### config.mk
export PLATFORM = sky130hd
export DESIGN_NAME = fft_cmult
export DESIGN_NICKNAME = d
export VERILOG_FILES = /design/src/rtl/fft_pkg.sv /design/src/rtl/fft_round_sat.sv /design/src/rtl/fft_cmult.sv
export SDC_FILE = /design/constraint.sdc
export NUM_CORES = 2
export LEC_CHECK = 0
export CAP_MARGIN = 10
export CORE_AREA = 3 3 272 341
export CTS_BUF_LIST = sky130_fd_sc_hd__clkbuf_16
export DETAILED_ROUTE_END_ITERATION = 10
export DIE_AREA = 0 0 275 344
export GPL_TIMING_DRIVEN = 0
export PLACE_DENSITY_LB_ADDON = 0.2
export SYNTH_ARGS = -nofsm -noshare
export SYNTH_HDL_FRONTEND = slang
export SYNTH_SLANG_ARGS = --single-unit
### constraint.sdc
create_clock -name i_clk -period 8.5 [get_ports i_clk]
set_input_delay 1.275 -clock i_clk [delete_from_list [all_inputs] [get_ports i_clk]]
set_output_delay 1.275 -clock i_clk [all_outputs]
set_load 0.005 [all_outputs]
### src/rtl/fft_pkg.sv
// Shared FFT datapath definitions: Q-format defaults, multiplier latency and the complex sample type.
package fft_pkg;

  localparam int CMULT_LATENCY = 3;
  localparam int WORD_SIZE_DEF = 16;
  localparam int FRACTION_DEF  = 8;

  typedef struct packed {
    logic signed [WORD_SIZE_DEF-1:0] re;
    logic signed [WORD_SIZE_DEF-1:0] im;
  } cplx_t;

endpackage

### src/rtl/fft_round_sat.sv
// Round-half-up and range reduction of one 2*WORD_SIZE+1 bit component down to WORD_SIZE bits.
// Define CMULT_SAT_EN to clamp out-of-range results and flag o_ovf; otherwise the result wraps.
module fft_round_sat
  import fft_pkg::*;
#(
  parameter int WORD_SIZE = WORD_SIZE_DEF,
  parameter int FRACTION  = FRACTION_DEF
) (
  input  logic signed [2*WORD_SIZE:0]  i_val,
  output logic signed [WORD_SIZE-1:0]  o_val,
  output logic                         o_ovf
);

  localparam int IW = 2*WORD_SIZE + 1;
  localparam logic signed [IW:0] HALF = (IW+1)'(1) << (FRACTION-1);

  // One guard bit above the input keeps the rounding add free of overflow.
  function automatic logic signed [IW:0] round_half_up(input logic signed [IW-1:0] v);
    return ((IW+1)'(v) + HALF) >>> FRACTION;
  endfunction

  logic signed [IW:0] shr;
  assign shr = round_half_up(i_val);

`ifdef CMULT_SAT_EN
  localparam logic signed [IW:0] MAXV = {{(IW+2-WORD_SIZE){1'b0}}, {(WORD_SIZE-1){1'b1}}};
  localparam logic signed [IW:0] MINV = ~MAXV;

  function automatic logic signed [WORD_SIZE:0] saturate(input logic signed [IW:0] v);
    if (v > MAXV)      return {1'b1, MAXV[WORD_SIZE-1:0]};
    else if (v < MINV) return {1'b1, MINV[WORD_SIZE-1:0]};
    else               return {1'b0, v[WORD_SIZE-1:0]};
  endfunction

  assign {o_ovf, o_val} = saturate(shr);
`else
  logic unused_hi;
  assign unused_hi = ^shr[IW:WORD_SIZE];
  assign o_val     = shr[WORD_SIZE-1:0];
  assign o_ovf     = 1'b0;
`endif

endmodule

### src/rtl/fft_cmult.sv
// Three-stage streamed signed complex multiplier P = A*B with a global-stall valid/ready handshake.
// Saturation instead of wrap-around is selected by defining CMULT_SAT_EN.
module fft_cmult
  import fft_pkg::*;
#(
  parameter int WORD_SIZE = WORD_SIZE_DEF,
  parameter int FRACTION  = FRACTION_DEF,
  parameter int TAG_W     = 4
) (
  input  logic                        i_clk,
  input  logic                        i_rst_n,
  input  logic                        i_valid,
  output logic                        o_ready,
  input  logic signed [WORD_SIZE-1:0] i_a_re,
  input  logic signed [WORD_SIZE-1:0] i_a_im,
  input  logic signed [WORD_SIZE-1:0] i_b_re,
  input  logic signed [WORD_SIZE-1:0] i_b_im,
  input  logic        [TAG_W-1:0]     i_tag,
  output logic                        o_valid,
  input  logic                        i_ready,
  output logic signed [WORD_SIZE-1:0] o_p_re,
  output logic signed [WORD_SIZE-1:0] o_p_im,
  output logic        [TAG_W-1:0]     o_tag,
  output logic                        o_ovf
);

  localparam int PW = 2*WORD_SIZE;

  logic advance;
  assign advance = i_ready | ~o_valid;
  assign o_ready = advance;

  // S1: operand and tag capture
  logic                        vld_p0;
  logic signed [WORD_SIZE-1:0] a_re_p0, a_im_p0, b_re_p0, b_im_p0;
  logic        [TAG_W-1:0]     tag_p0;

  always_ff @(posedge i_clk or negedge i_rst_n) begin
    if (!i_rst_n) begin
      vld_p0  <= 1'b0;
      a_re_p0 <= '0;
      a_im_p0 <= '0;
      b_re_p0 <= '0;
      b_im_p0 <= '0;
      tag_p0  <= '0;
    end else if (advance) begin
      vld_p0  <= i_valid;
      a_re_p0 <= i_a_re;
      a_im_p0 <= i_a_im;
      b_re_p0 <= i_b_re;
      b_im_p0 <= i_b_im;
      tag_p0  <= i_tag;
    end
  end

  // S2: four full-precision partial products
  logic                 vld_p1;
  logic signed [PW-1:0] rr_p1, ii_p1, ri_p1, ir_p1;
  logic [TAG_W-1:0]     tag_p1;

  always_ff @(posedge i_clk or negedge i_rst_n) begin
    if (!i_rst_n) begin
      vld_p1 <= 1'b0;
      rr_p1  <= '0;
      ii_p1  <= '0;
      ri_p1  <= '0;
      ir_p1  <= '0;
      tag_p1 <= '0;
    end else if (advance) begin
      vld_p1 <= vld_p0;
      rr_p1  <= PW'(a_re_p0) * PW'(b_re_p0);
      ii_p1  <= PW'(a_im_p0) * PW'(b_im_p0);
      ri_p1  <= PW'(a_re_p0) * PW'(b_im_p0);
      ir_p1  <= PW'(a_im_p0) * PW'(b_re_p0);
      tag_p1 <= tag_p0;
    end
  end

  // S3: combine, round, range-reduce and register the output beat
  logic signed [PW:0]          re_sum, im_sum;
  logic signed [WORD_SIZE-1:0] re_rnd, im_rnd;
  logic                        ovf_re, ovf_im;

  assign re_sum = (PW+1)'(rr_p1) - (PW+1)'(ii_p1);
  assign im_sum = (PW+1)'(ri_p1) + (PW+1)'(ir_p1);

  fft_round_sat #(.WORD_SIZE(WORD_SIZE), .FRACTION(FRACTION)) u_rs_re (
    .i_val (re_sum),
    .o_val (re_rnd),
    .o_ovf (ovf_re)
  );

  fft_round_sat #(.WORD_SIZE(WORD_SIZE), .FRACTION(FRACTION)) u_rs_im (
    .i_val (im_sum),
    .o_val (im_rnd),
    .o_ovf (ovf_im)
  );

  always_ff @(posedge i_clk or negedge i_rst_n) begin
    if (!i_rst_n) begin
      o_valid <= 1'b0;
      o_p_re  <= '0;
      o_p_im  <= '0;
      o_tag   <= '0;
      o_ovf   <= 1'b0;
    end else if (advance) begin
      o_valid <= vld_p1;
      o_p_re  <= re_rnd;
      o_p_im  <= im_rnd;
      o_tag   <= tag_p1;
      o_ovf   <= ovf_re | ovf_im;
    end
  end

endmodule

==> flow_summary.toml <==
# flow metrics
[status]
status = "finished clean"

[global_routing]
grt_pass1_vias = 32708
overflow = 0
met3_usage = 0.07083

[final_timing]
whs_ps = 460.6
hold_viol = 0
finalMaxSlewViolations = 0
relSlewSlack = 0.09935
period_minus_slack_ps = 8360

[layout]
nonClockBufferCount = 335
comb_cells = 3131
fin_area_sq_mm = 0.04380
final_nets = 5902
register_area_sq_mm = 0.005180
dominant_cells = "combinational gates"
logic_area_sq_mm = 0.03045
nonClkBufAreaFrac = 0.04556
syn2layout_area_growth_pct = 8.883

[critical_path]
crit_type = "flip-flop to flip-flop"
cp_max_fo = 10
endpoint = "rr_p1[23]"
r2r_cells = 23
cp_common_cell = "fa_1"
cp_slowest_cell = "clkbuf_1"
r2r_setup_slack_ps = 140
critPathBufInv = 7

[min_path]
worstHoldPathCells = 2

[routing]
highest_layer = "met5"
via_per_inst = 5.295
drc_errors = 0

[synthesis]
async_flop_share = 1.000
seq_area_frac_synth = 0.1288
flop_cell = "dfrtp_1"
yosys.area.top_type = "fa_1"
syn_area_sq_mm = 0.04023
syn_inst = 4563
avgSynthCellArea_sq_um = 8.816
numSynthFlops = 207
most_common_cell = "inv_1"

[floorplanning]
core_area_sq_mm = 0.08988
Cells by drive strength:
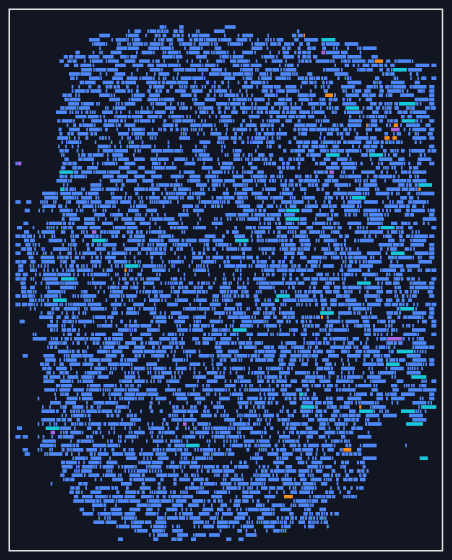
colour	size	cells	share
purple	x3 and x4	8	0.17%
cyan	x6 and larger	38	0.80%
blue	x1 and smaller	4,664	99%
orange	x2	13	0.28%

Signal wires on met3:
Cells faint in the background.
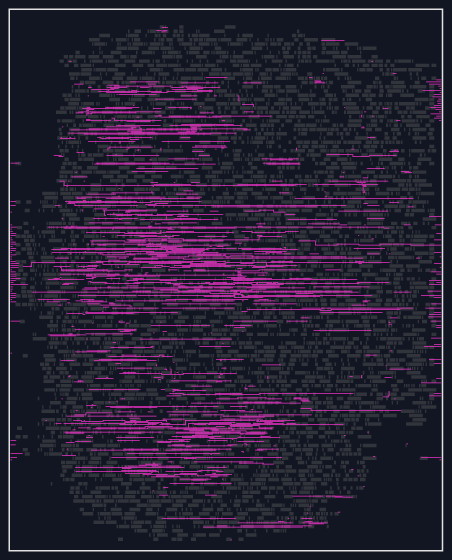
share of all routed wire	9.3%
wire length on this layer	13,400 um
nets with wire on the layer	461

